**src/rtl/stopwatch_ctrl.sv**
```systemverilog
// Stopwatch controller: counts MM:SS.CC in BCD from a 1 kHz tick.
// A prescaler divides i_tick down to centiseconds; the BCD digits ripple
// in a single edge. FSM: IDLE -> RUN <-> PAUSE, RUN -> FULL at 59:59.99.
// i_clear overrides everything and returns to IDLE with zeroed time.
// dbg_state exposes the FSM state for checkers (IDLE=0, RUN=1, PAUSE=2, FULL=3).
module stopwatch_ctrl #(
  parameter int TICKS_PER_CS = 10
) (
  input  logic       clk,
  input  logic       rst,
  input  logic       i_tick,
  input  logic       i_start_stop,
  input  logic       i_clear,
  output logic [3:0] o_min_t,
  output logic [3:0] o_min_o,
  output logic [3:0] o_sec_t,
  output logic [3:0] o_sec_o,
  output logic [3:0] o_cs_t,
  output logic [3:0] o_cs_o,
  output logic       o_running,
  output logic       o_full,
  output logic [1:0] dbg_state
);

  localparam int PW = (TICKS_PER_CS > 1) ? $clog2(TICKS_PER_CS) : 1;
  localparam logic [PW-1:0] PRESC_MAX = PW'(TICKS_PER_CS - 1);

  typedef enum logic [1:0] {
    IDLE  = 2'd0,
    RUN   = 2'd1,
    PAUSE = 2'd2,
    FULL  = 2'd3
  } state_t;

  state_t        state_q;
  logic [PW-1:0] presc_q;
  logic [3:0]    min_t_q, min_o_q, sec_t_q, sec_o_q, cs_t_q, cs_o_q;

  logic [3:0]    n_min_t, n_min_o, n_sec_t, n_sec_o, n_cs_t, n_cs_o;
  logic          adv_full;
  logic          wrap;

  // Prescaler reaches its last count on this tick: time advances this edge.
  assign wrap = i_tick && (presc_q == PRESC_MAX);

  // Next time value after a 0.01 s advance (BCD ripple carry).
  always_comb begin
    n_min_t = min_t_q;
    n_min_o = min_o_q;
    n_sec_t = sec_t_q;
    n_sec_o = sec_o_q;
    n_cs_t  = cs_t_q;
    n_cs_o  = cs_o_q;
    if (cs_o_q != 4'd9) begin
      n_cs_o = cs_o_q + 4'd1;
    end else begin
      n_cs_o = 4'd0;
      if (cs_t_q != 4'd9) begin
        n_cs_t = cs_t_q + 4'd1;
      end else begin
        n_cs_t = 4'd0;
        if (sec_o_q != 4'd9) begin
          n_sec_o = sec_o_q + 4'd1;
        end else begin
          n_sec_o = 4'd0;
          if (sec_t_q != 4'd5) begin
            n_sec_t = sec_t_q + 4'd1;
          end else begin
            n_sec_t = 4'd0;
            if (min_o_q != 4'd9) begin
              n_min_o = min_o_q + 4'd1;
            end else begin
              // min_t never passes 5: FULL stops counting at 59:59.99.
              n_min_o = 4'd0;
              n_min_t = min_t_q + 4'd1;
            end
          end
        end
      end
    end
    adv_full = ({n_min_t, n_min_o, n_sec_t, n_sec_o, n_cs_t, n_cs_o} == 24'h595999);
  end

  // FSM, prescaler and digit registers; clear dominates all other inputs.
  always_ff @(posedge clk or negedge rst) begin
    if (!rst) begin
      state_q <= IDLE;
      presc_q <= '0;
      min_t_q <= 4'd0;
      min_o_q <= 4'd0;
      sec_t_q <= 4'd0;
      sec_o_q <= 4'd0;
      cs_t_q  <= 4'd0;
      cs_o_q  <= 4'd0;
    end else if (i_clear) begin
      state_q <= IDLE;
      presc_q <= '0;
      min_t_q <= 4'd0;
      min_o_q <= 4'd0;
      sec_t_q <= 4'd0;
      sec_o_q <= 4'd0;
      cs_t_q  <= 4'd0;
      cs_o_q  <= 4'd0;
    end else begin
      case (state_q)
        // A tick arriving with start_stop in IDLE/PAUSE is not counted.
        IDLE, PAUSE: begin
          if (i_start_stop) state_q <= RUN;
        end
        RUN: begin
          if (i_tick) begin
            if (wrap) begin
              presc_q <= '0;
              min_t_q <= n_min_t;
              min_o_q <= n_min_o;
              sec_t_q <= n_sec_t;
              sec_o_q <= n_sec_o;
              cs_t_q  <= n_cs_t;
              cs_o_q  <= n_cs_o;
            end else begin
              presc_q <= presc_q + PW'(1);
            end
          end
          // Reaching the maximum takes priority over a coincident pause.
          if (wrap && adv_full) state_q <= FULL;
          else if (i_start_stop) state_q <= PAUSE;
        end
        FULL: begin
          state_q <= FULL;
        end
        default: state_q <= IDLE;
      endcase
    end
  end

  assign o_min_t   = min_t_q;
  assign o_min_o   = min_o_q;
  assign o_sec_t   = sec_t_q;
  assign o_sec_o   = sec_o_q;
  assign o_cs_t    = cs_t_q;
  assign o_cs_o    = cs_o_q;
  assign o_running = (state_q == RUN);
  assign o_full    = (state_q == FULL);
  assign dbg_state = state_q;

endmodule

```
**config.mk**
```make
export PLATFORM = sky130hd
export DESIGN_NAME = stopwatch_ctrl
export DESIGN_NICKNAME = d
export VERILOG_FILES = /design/src/rtl/stopwatch_ctrl.sv
export SDC_FILE = /design/constraint.sdc
export NUM_CORES = 1
export LEC_CHECK = 0
export CAP_MARGIN = 40
export CORE_MARGIN = 3
export CORE_UTILIZATION = 45
export CTS_CLUSTER_SIZE = 28
export DETAILED_ROUTE_END_ITERATION = 12
export HOLD_SLACK_MARGIN = 0.02
export MAX_ROUTING_LAYER = met4
export PLACE_DENSITY = 0.72
export SLEW_MARGIN = 5
export SYNTH_ARGS = -nofsm -noshare
export SYNTH_HDL_FRONTEND = slang
export SYNTH_SLANG_ARGS = --single-unit
```
**constraint.sdc**
```tcl
create_clock -name clk -period 1.9 [get_ports clk]
set_input_delay 0.38 -clock clk [delete_from_list [all_inputs] [get_ports clk]]
set_output_delay 0.38 -clock clk [all_outputs]
set_load 0.1 [all_outputs]
```
==> Flow_metrics.wiki <==
=== Synthesis and place and route ===
{| class="wikitable"
! Metric !! Value
|-
| Total chip power || 1386 µW
|-
| Global-route wire length before repair || roughly 8100 µm
|-
| Max-cap check violation count || 0
|-
| Overall die width || 71.76 µm
|-
| Fraction of power spent switching nets || 0.2407
|-
| Number of multi-input logic gates || 169
|-
| Fraction of area in clock buffers and inverters || 0.03543
|-
| Setup-violating endpoint count in the final report || 2
|-
| Number of hold violations in the final report || 0
|-
| Number of logic inverters in the finished layout || 6
|-
| Critical Path AT || 2.17 ns
|-
| Min-Delay Path Class || flop to flop
|-
| Sort of element at the end of the critical path || flop
|-
| Failing checks || negative setup slack
|-
| Relative slew slack || 0.6600
|-
| Data required time of the worst path || 2.11 ns
|-
| Actual transition at the worst max-transition pin || just over 0.5 ns
|-
| Final tally of max-slew violations || 0
|-
| Placed wire-length estimate after detailed placement || approximately 3600 µm
|-
| Met3 wire length || 256 µm
|-
| Final setup slack of the worst path || -0.06844 ns
|-
| Buffer count from post-CTS setup fixing || 0
|-
| Status || finished, violations left
|-
| CP Class || flop to flop
|-
| Standard-cell rows || 23
|-
| DR pass1 iterations || 4
|-
| Sequential fraction of the synthesis area || 0.3859
|-
| Count of buffers from port buffering || 32
|-
| Area used by multi-input combinational logic || roughly 1300 µm²
|-
| Met2 routed wirelength || between 2000 and 3000 µm
|-
| Total Wirelength || 5388 µm
|-
| Hold wc startpoint || presc_q[3]
|-
| Die Size || 5149 µm²
|-
| VDD IR-drop max || approximately 0.49 mV
|-
| Static leakage power || 0.001310 µW
|-
| Highest-count cells in the layout ignoring fill and taps || sky130_fd_sc_hd__buf_4 (31), sky130_fd_sc_hd__buf_12 (28), sky130_fd_sc_hd__nor2_1 (25), sky130_fd_sc_hd__dfrtp_2 (16), sky130_fd_sc_hd__nand2_1 (14)
|-
| Hold-fix buffers at CTS || 0
|-
| Worst reg-to-reg path cell count || 8
|}
==> cell families (layout without fill, tap and decap cells) <==
family,after synthesis,in the layout
compound gates,41,41
xor+xnor,10,10
fa+ha+maj,6,6
mux,6,6
buf+inv,16,78
simple gates,105,106
flops,30,30
==> how the worst max path moves through the flow <==
| stage | cells past startpoint | end | from |
|---|---|---|---|
| floorplan | 8 | dbg_state[1] | o_cs_o[1] |
| global placement | 6 | o_min_t[3] | i_tick |
| detailed placement | 6 | o_cs_t[1] | i_tick |
| CTS | 7 | dbg_state[0] | o_cs_o[0] |
| global route | 8 | dbg_state[0] | o_cs_o[1] |
| finish | 8 | dbg_state[0] | o_cs_o[1] |
==> registers in the layout (all words and copies together) (netlist names) <==
register   cells
dbg_state      2
presc_q        4
o_sec_o        4
o_cs_t         4
o_min_o        4
o_cs_o         4
o_min_t        4
o_sec_t        4
==> synth_stat cells, drive strengths merged (5+ instances only) <==
cell type  count  share of area
dfrtp         30           0.39
nor2          25          0.048
a21oi         14          0.036
nand2         14          0.027
nand3         12          0.031
nor2b         10          0.032
o21ai         10          0.026
xor2           7          0.032
buf            6          0.017
ha             6          0.039
inv            6          0.012
mux2i          6          0.031
nand4          6          0.019
and2           5          0.016
nor3b          5          0.022
==> critical path, cell delays in order (launching register included) <==
cell and delay (ns):
sky130_fd_sc_hd__dfrtp_4 0.49, sky130_fd_sc_hd__inv_4 0.09, sky130_fd_sc_hd__ha_4 0.13, sky130_fd_sc_hd__buf_4 0.11, sky130_fd_sc_hd__nand2_1 0.07, sky130_fd_sc_hd__o31ai_1 0.33, sky130_fd_sc_hd__o32ai_2 0.19, sky130_fd_sc_hd__a2111oi_4 0.27
sky130_fd_sc_hd__a31o_1 0.21
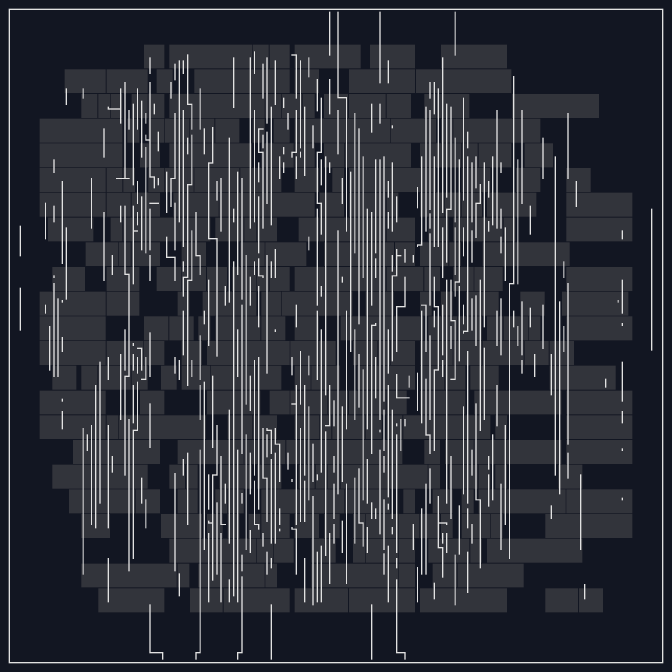
Fig. 1. The metal 2 layer.
nets with wire on the layer: 254
longest straight run: 36.7 µm
main direction: vertical
wire length on this layer: 2680 µm
share of all routed wire: 50%

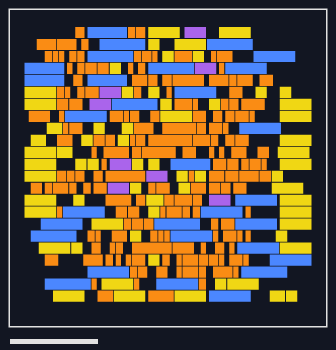
Fig. 2. Placement by cell class.
Bar = 20 µm.
legend:
  orange:
    class: combinational and other logic
    cells: 175
    share_of_their_area: 42%
  purple:
    class: clock drivers and dummy loads
    cells: 8
    share_of_their_area: 3.6%
  yellow:
    class: remaining buffers and delay cells
    cells: 64
    share_of_their_area: 28%
  blue:
    class: sequential cells
    cells: 30
    share_of_their_area: 26%

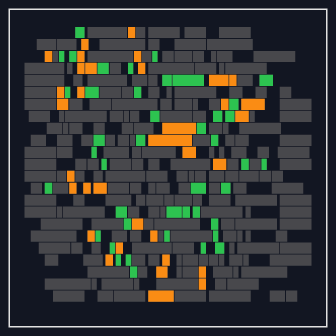
Fig. 3. Logic cells by family.
legend:
  orange:
    family: aoi and oai cells
    cells: 34
    most_used: a21oi_1
  green:
    family: nand cells
    cells: 42
    most_used: nand2_1

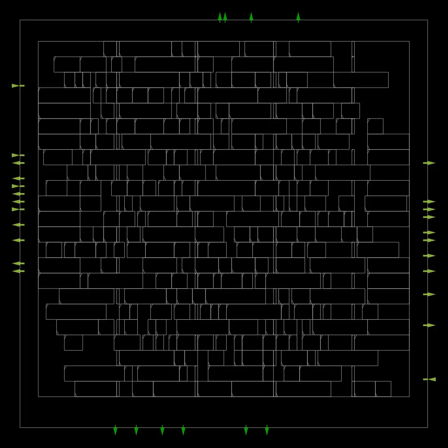
Fig. 4. Cell outlines without signal wires.
final core utilization: 0.7606
core region area: 4086 µm²

Power figures rest on the tool's default switching activity, not on a simulated workload.
